<file path="config.mk">
export PLATFORM = sky130hd
export DESIGN_NAME = dbus_access_ctrl
export DESIGN_NICKNAME = d
export VERILOG_FILES = /design/src/rtl/common.sv /design/src/rtl/instruction.sv /design/src/rtl/databus_post_align.sv /design/src/rtl/databus_pre_align.sv /design/src/rtl/mem_align_check.sv /design/src/rtl/dbus_access_ctrl.sv
export SDC_FILE = /design/constraint.sdc
export NUM_CORES = 1
export LEC_CHECK = 0
export CORE_MARGIN = 4
export CORE_UTILIZATION = 25
export DETAILED_ROUTE_END_ITERATION = 8
export PLACE_DENSITY = 0.46
export RECOVER_POWER = 50
export REMOVE_ABC_BUFFERS = 1
export SLEW_MARGIN = 20
export SYNTH_ARGS = -nofsm -noshare
export SYNTH_HDL_FRONTEND = slang
export SYNTH_SLANG_ARGS = --single-unit
</file>
<file path="constraint.sdc">
create_clock -name clk -period 2.4 [get_ports clk]
set_input_delay 0.24 -clock clk [delete_from_list [all_inputs] [get_ports clk]]
set_output_delay 0.24 -clock clk [all_outputs]
set_load 0.005 [all_outputs]
</file>
<file path="src/rtl/common.sv">
// Shared bus-level types: address/word widths, access size encoding and the
// request/response records exchanged with the data bus.
package common;

  typedef logic [63:0] addr_t;
  typedef logic [63:0] word_t;
  typedef logic [7:0]  strobe_t;

  typedef enum logic [1:0] {
    MSIZE1 = 2'd0,
    MSIZE2 = 2'd1,
    MSIZE4 = 2'd2,
    MSIZE8 = 2'd3
  } msize_t;

  typedef struct packed {
    logic    valid;
    addr_t   addr;
    msize_t  size;
    strobe_t strobe;
    word_t   data;
  } dbus_req_t;

  typedef struct packed {
    logic  addr_ok;
    logic  data_ok;
    word_t data;
  } dbus_resp_t;

endpackage

</file>
<file path="src/rtl/instruction.sv">
// Memory-stage operation codes and helpers classifying them by direction and
// access size.
package instruction;
  import common::*;

  typedef enum logic [3:0] {
    NOP = 4'd0,
    LB  = 4'd1,
    LH  = 4'd2,
    LW  = 4'd3,
    LD  = 4'd4,
    LBU = 4'd5,
    LHU = 4'd6,
    LWU = 4'd7,
    SB  = 4'd8,
    SH  = 4'd9,
    SW  = 4'd10,
    SD  = 4'd11
  } instruction_type;

  function automatic logic is_load(instruction_type op);
    return op inside {LB, LH, LW, LD, LBU, LHU, LWU};
  endfunction

  function automatic logic is_store(instruction_type op);
    return op inside {SB, SH, SW, SD};
  endfunction

  function automatic msize_t op_size(instruction_type op);
    case (op)
      LB, LBU, SB: return MSIZE1;
      LH, LHU, SH: return MSIZE2;
      LW, LWU, SW: return MSIZE4;
      default:     return MSIZE8;
    endcase
  endfunction

endpackage

</file>
<file path="src/rtl/databus_post_align.sv">
// Extracts the addressed bytes from a bus word and sign/zero-extends them
// according to the load flavour.
module databus_post_align
  import common::*, instruction::*;
(
  input  logic [2:0]      byte_offset,
  input  instruction_type op,
  input  word_t           rdata,
  output word_t           data
);

  word_t shifted;

  assign shifted = rdata >> {byte_offset, 3'b000};

  always_comb begin
    case (op)
      LB:      data = {{56{shifted[7]}},  shifted[7:0]};
      LH:      data = {{48{shifted[15]}}, shifted[15:0]};
      LW:      data = {{32{shifted[31]}}, shifted[31:0]};
      LBU:     data = {56'd0, shifted[7:0]};
      LHU:     data = {48'd0, shifted[15:0]};
      LWU:     data = {32'd0, shifted[31:0]};
      default: data = shifted;
    endcase
  end

endmodule

</file>
<file path="src/rtl/databus_pre_align.sv">
// Steers low-aligned store data onto its byte lanes and builds the matching
// write strobe.
module databus_pre_align
  import common::*;
(
  input  logic [2:0] byte_offset,
  input  msize_t     size,
  input  word_t      wdata,
  output strobe_t    strobe,
  output word_t      data
);

  strobe_t size_mask;

  always_comb begin
    case (size)
      MSIZE1:  size_mask = 8'h01;
      MSIZE2:  size_mask = 8'h03;
      MSIZE4:  size_mask = 8'h0f;
      default: size_mask = 8'hff;
    endcase
  end

  assign strobe = size_mask << byte_offset;
  assign data   = wdata << {byte_offset, 3'b000};

endmodule

</file>
<file path="src/rtl/mem_align_check.sv">
// Natural-alignment check for a memory op; only the byte offset within the
// doubleword matters.
module mem_align_check
  import common::*, instruction::*;
(
  input  instruction_type op,
  input  logic [2:0]      byte_offset,
  output logic            load_misalign,
  output logic            store_misalign
);

  logic misaligned;

  always_comb begin
    case (op_size(op))
      MSIZE2:  misaligned = byte_offset[0];
      MSIZE4:  misaligned = |byte_offset[1:0];
      MSIZE8:  misaligned = |byte_offset;
      default: misaligned = 1'b0;
    endcase
  end

  assign load_misalign  = is_load(op) & misaligned;
  assign store_misalign = is_store(op) & misaligned;

endmodule

</file>
<file path="src/rtl/dbus_access_ctrl.sv">
// Memory-stage sequencer: accepts one load/store, checks alignment, runs a
// single data-bus transaction and returns an extended result or a fault.
module dbus_access_ctrl
  import common::*, instruction::*;
(
  input  logic            clk,
  input  logic            reset,
  input  logic            req_valid,
  output logic            req_ready,
  input  instruction_type op,
  input  addr_t           addr,
  input  word_t           wdata,
  input  logic            flush,
  output logic            resp_valid,
  output word_t           rdata,
  output logic            load_misalign,
  output logic            store_misalign,
  output dbus_req_t       dreq,
  input  dbus_resp_t      dresp
);

  typedef enum logic [1:0] {
    IDLE = 2'd0,
    WAIT = 2'd1,
    RESP = 2'd2
  } dac_state_t;

  dac_state_t      state_reg, state_next;
  instruction_type op_reg;
  addr_t           addr_reg;
  word_t           wdata_reg;
  word_t           rdata_reg;
  logic            killed_reg;
  logic            load_mis_reg, store_mis_reg;

  logic            accept;
  logic            in_load_mis, in_store_mis;
  logic            in_is_mem;
  msize_t          latched_size;
  strobe_t         store_strobe;
  word_t           store_data;
  word_t           load_data;
  logic            unused_addr_ok;

  // addr_ok carries no information here: the request is simply held until data_ok.
  assign unused_addr_ok = dresp.addr_ok;

  assign accept       = req_valid & (state_reg == IDLE) & ~flush;
  assign in_is_mem    = is_load(op) | is_store(op);
  assign latched_size = op_size(op_reg);

  mem_align_check u_align_check (
    .op             (op),
    .byte_offset    (addr[2:0]),
    .load_misalign  (in_load_mis),
    .store_misalign (in_store_mis)
  );

  databus_pre_align u_pre_align (
    .byte_offset (addr_reg[2:0]),
    .size        (latched_size),
    .wdata       (wdata_reg),
    .strobe      (store_strobe),
    .data        (store_data)
  );

  databus_post_align u_post_align (
    .byte_offset (addr_reg[2:0]),
    .op          (op_reg),
    .rdata       (dresp.data),
    .data        (load_data)
  );

  always_ff @(posedge clk) begin
    if (reset) begin
      state_reg <= IDLE;
    end else begin
      state_reg <= state_next;
    end
  end

  always_comb begin
    state_next = state_reg;
    case (state_reg)
      IDLE: begin
        if (accept) begin
          state_next = (in_is_mem & ~(in_load_mis | in_store_mis)) ? WAIT : RESP;
        end
      end
      WAIT: begin
        // A flush seen earlier or in the data_ok cycle itself discards the result.
        if (dresp.data_ok) begin
          state_next = (killed_reg | flush) ? IDLE : RESP;
        end
      end
      RESP:    state_next = IDLE;
      default: state_next = IDLE;
    endcase
  end

  always_ff @(posedge clk) begin
    if (reset) begin
      op_reg        <= NOP;
      addr_reg      <= '0;
      wdata_reg     <= '0;
      rdata_reg     <= '0;
      load_mis_reg  <= 1'b0;
      store_mis_reg <= 1'b0;
      killed_reg    <= 1'b0;
    end else begin
      if (accept) begin
        op_reg        <= op;
        addr_reg      <= addr;
        wdata_reg     <= wdata;
        rdata_reg     <= '0;
        load_mis_reg  <= in_load_mis;
        store_mis_reg <= in_store_mis;
      end
      if ((state_reg == WAIT) && dresp.data_ok) begin
        rdata_reg <= is_load(op_reg) ? load_data : '0;
      end
      if (state_next == IDLE) begin
        killed_reg <= 1'b0;
      end else if ((state_reg == WAIT) && flush) begin
        killed_reg <= 1'b1;
      end
    end
  end

  always_comb begin
    req_ready      = (state_reg == IDLE);
    resp_valid     = (state_reg == RESP) & ~killed_reg & ~flush;
    rdata          = resp_valid ? rdata_reg : '0;
    load_misalign  = resp_valid & load_mis_reg;
    store_misalign = resp_valid & store_mis_reg;
    dreq           = '0;
    if (state_reg == WAIT) begin
      dreq.valid  = 1'b1;
      dreq.addr   = addr_reg;
      dreq.size   = latched_size;
      dreq.strobe = is_store(op_reg) ? store_strobe : '0;
      dreq.data   = store_data;
    end
  end

endmodule

</file>
Figure 1. Zoomed window.
Region (144, 144) to (194, 194) um. Cells in gray, sequential cells in the stronger gray; small squares are vias.
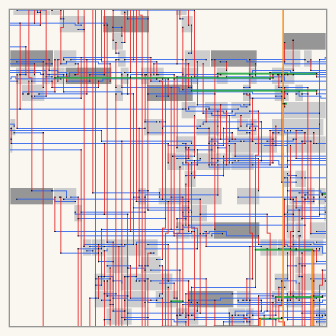
- blue: met1
- red: met2
- orange: met4
- green: met3
- cells with their middle in the window: 93
- most frequent: nor2_1 (13), nand2_1 (11), dfxtp_1 (9)
- sequential cells in the window: 9
- netlist names of flops here include: `rdata_reg` (9)

Figure 2. Clock nets.
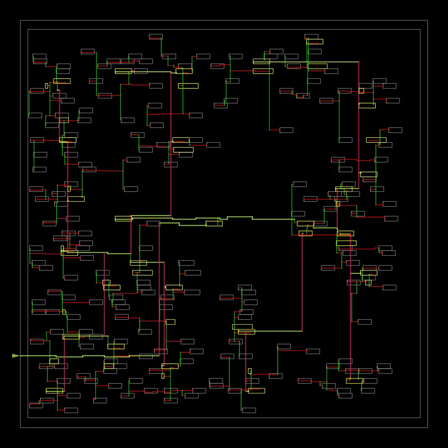
clk sinks: 203
seq_cells: 203
worst clock skew: 0.0157 ns
clk_lat worst skew: 0.57 ns

Figure 3. Signal wires on met4.
(1.5 px per um) Supply wires on this layer in gray.
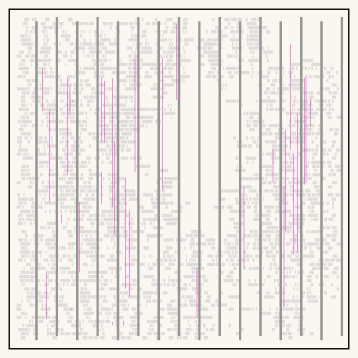
- share of all routed wire: 2.7%
- wire length on this layer: 1510 um

Figure 4. Signal wires on met3.
(2 px per um)
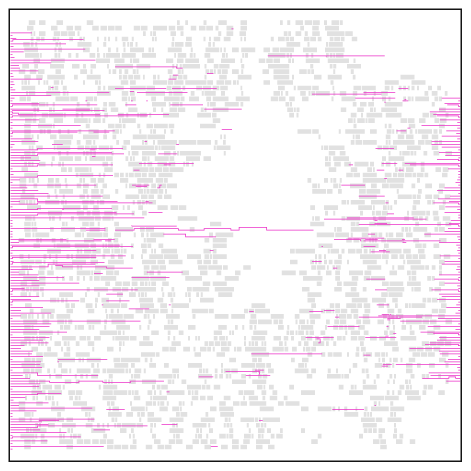
- share of all routed wire: 9.6%
- main direction: horizontal
- nets with wire on the layer: 328
- wire length on this layer: 5330 um
- longest straight run: 67.6 um

==> qor.csv <==
metric,value,unit
Worst EP arrival,2.21,ns
hold path depth,2,
Setup WS pre-CTS,-0.0869,ns
Switching Power,2.71,mW
floorplan die width,225,um
run status,"finished, violations left",
MUX share of area,0.147,
worst-path cell chain,"buf_6, buf_6, buf_16, buf_4, mux2i_1, nor2_1, a21oi_2, o22ai_1, buf_2",
Die Span Y,225,um
top cells by area,"dfxtp_1, nand2_1, a21oi_1",
Layout Utilization,0.412,
Min-Delay Path Class,primary input to flop,
Final WS setup,-0.0545,ns
num rows,79,
"Setup violations, final",1,
dpl cells,2487,
Main logic family,simple AND/OR/NAND/NOR gates,
"Power, Total",10.2,mW
logic area,0.00745,mm^2
Lkg Pwr,7.55,nW
most frequent cells in the layout,"nand2_1, clkdlybuf4s50_1, dfxtp_1",
ys flop type,dfxtp_1,
DP Wirelength,37400,um
top-area cell type share of the netlist area,0.344,
failing checks,setup timing,
Gate Count Post-Synth,1516,
yosys stat chip area,0.0118,mm^2
"CP delay by family, top",buffers and inverters,
Fin. Hold Viols,0,
ys async rst share,0,
CP required,2.16,ns
vias in the first global route,12874,
max_cap viols,0,
CTS tree,yes,
Clock Tree Root,clkbuf_16,
FF-to-FF Start,addr_reg[1]$_SDFFE_PP0P_,
DRT Pass-1 Iters,5,
worst setup path end,dreq[56],
fp_density,0.253,
most used standard cell by instance count after synthesis,nand2_1,
FF-to-FF path depth,9,
clk buf depth,3,
Via Count,12837,
fraction of power spent switching nets,0.265,
Post-Syn Area,0.0118,mm^2
nets,2201,
Period minus WS final,2.45,ns
Avg Inst Size Synth,7.79,um^2
Startpoint Class,flop,
==> cell type report <==
cell class              instances  share of cell area
clock buffers                  36              0.0390
flip-flops and latches        203               0.212
repair buffers                582               0.302
inverters                      13             0.00339
multi-input cells            1168               0.388
well taps                     607              0.0396
clock inverters                14              0.0155
diodes                          4            0.000521
==> power by group through the flow <==
stage / Sequential [mW] / Clock (mW) / Combinational (mW)
after detailed placement: 3.66 / 0 / 1.58
after global routing: 3.61 / 5.03 / 1.97
final: 3.60 / 4.79 / 1.83
after global placement: 3.66 / 0 / 1.58
after CTS: 3.59 / 4.91 / 1.80
after floorplan: 3.69 / 0 / 0.731
==> per-layer routing <==
metal	track usage	vias up	share of wire
li1	-	6185	-
met4	0.0464	14	0.027
met2	0.338	461	0.46
met5	0	-	0.0014
met3	0.0826	82	0.096
met1	0.251	6095	0.41
Power and IR drop assume default switching activity.
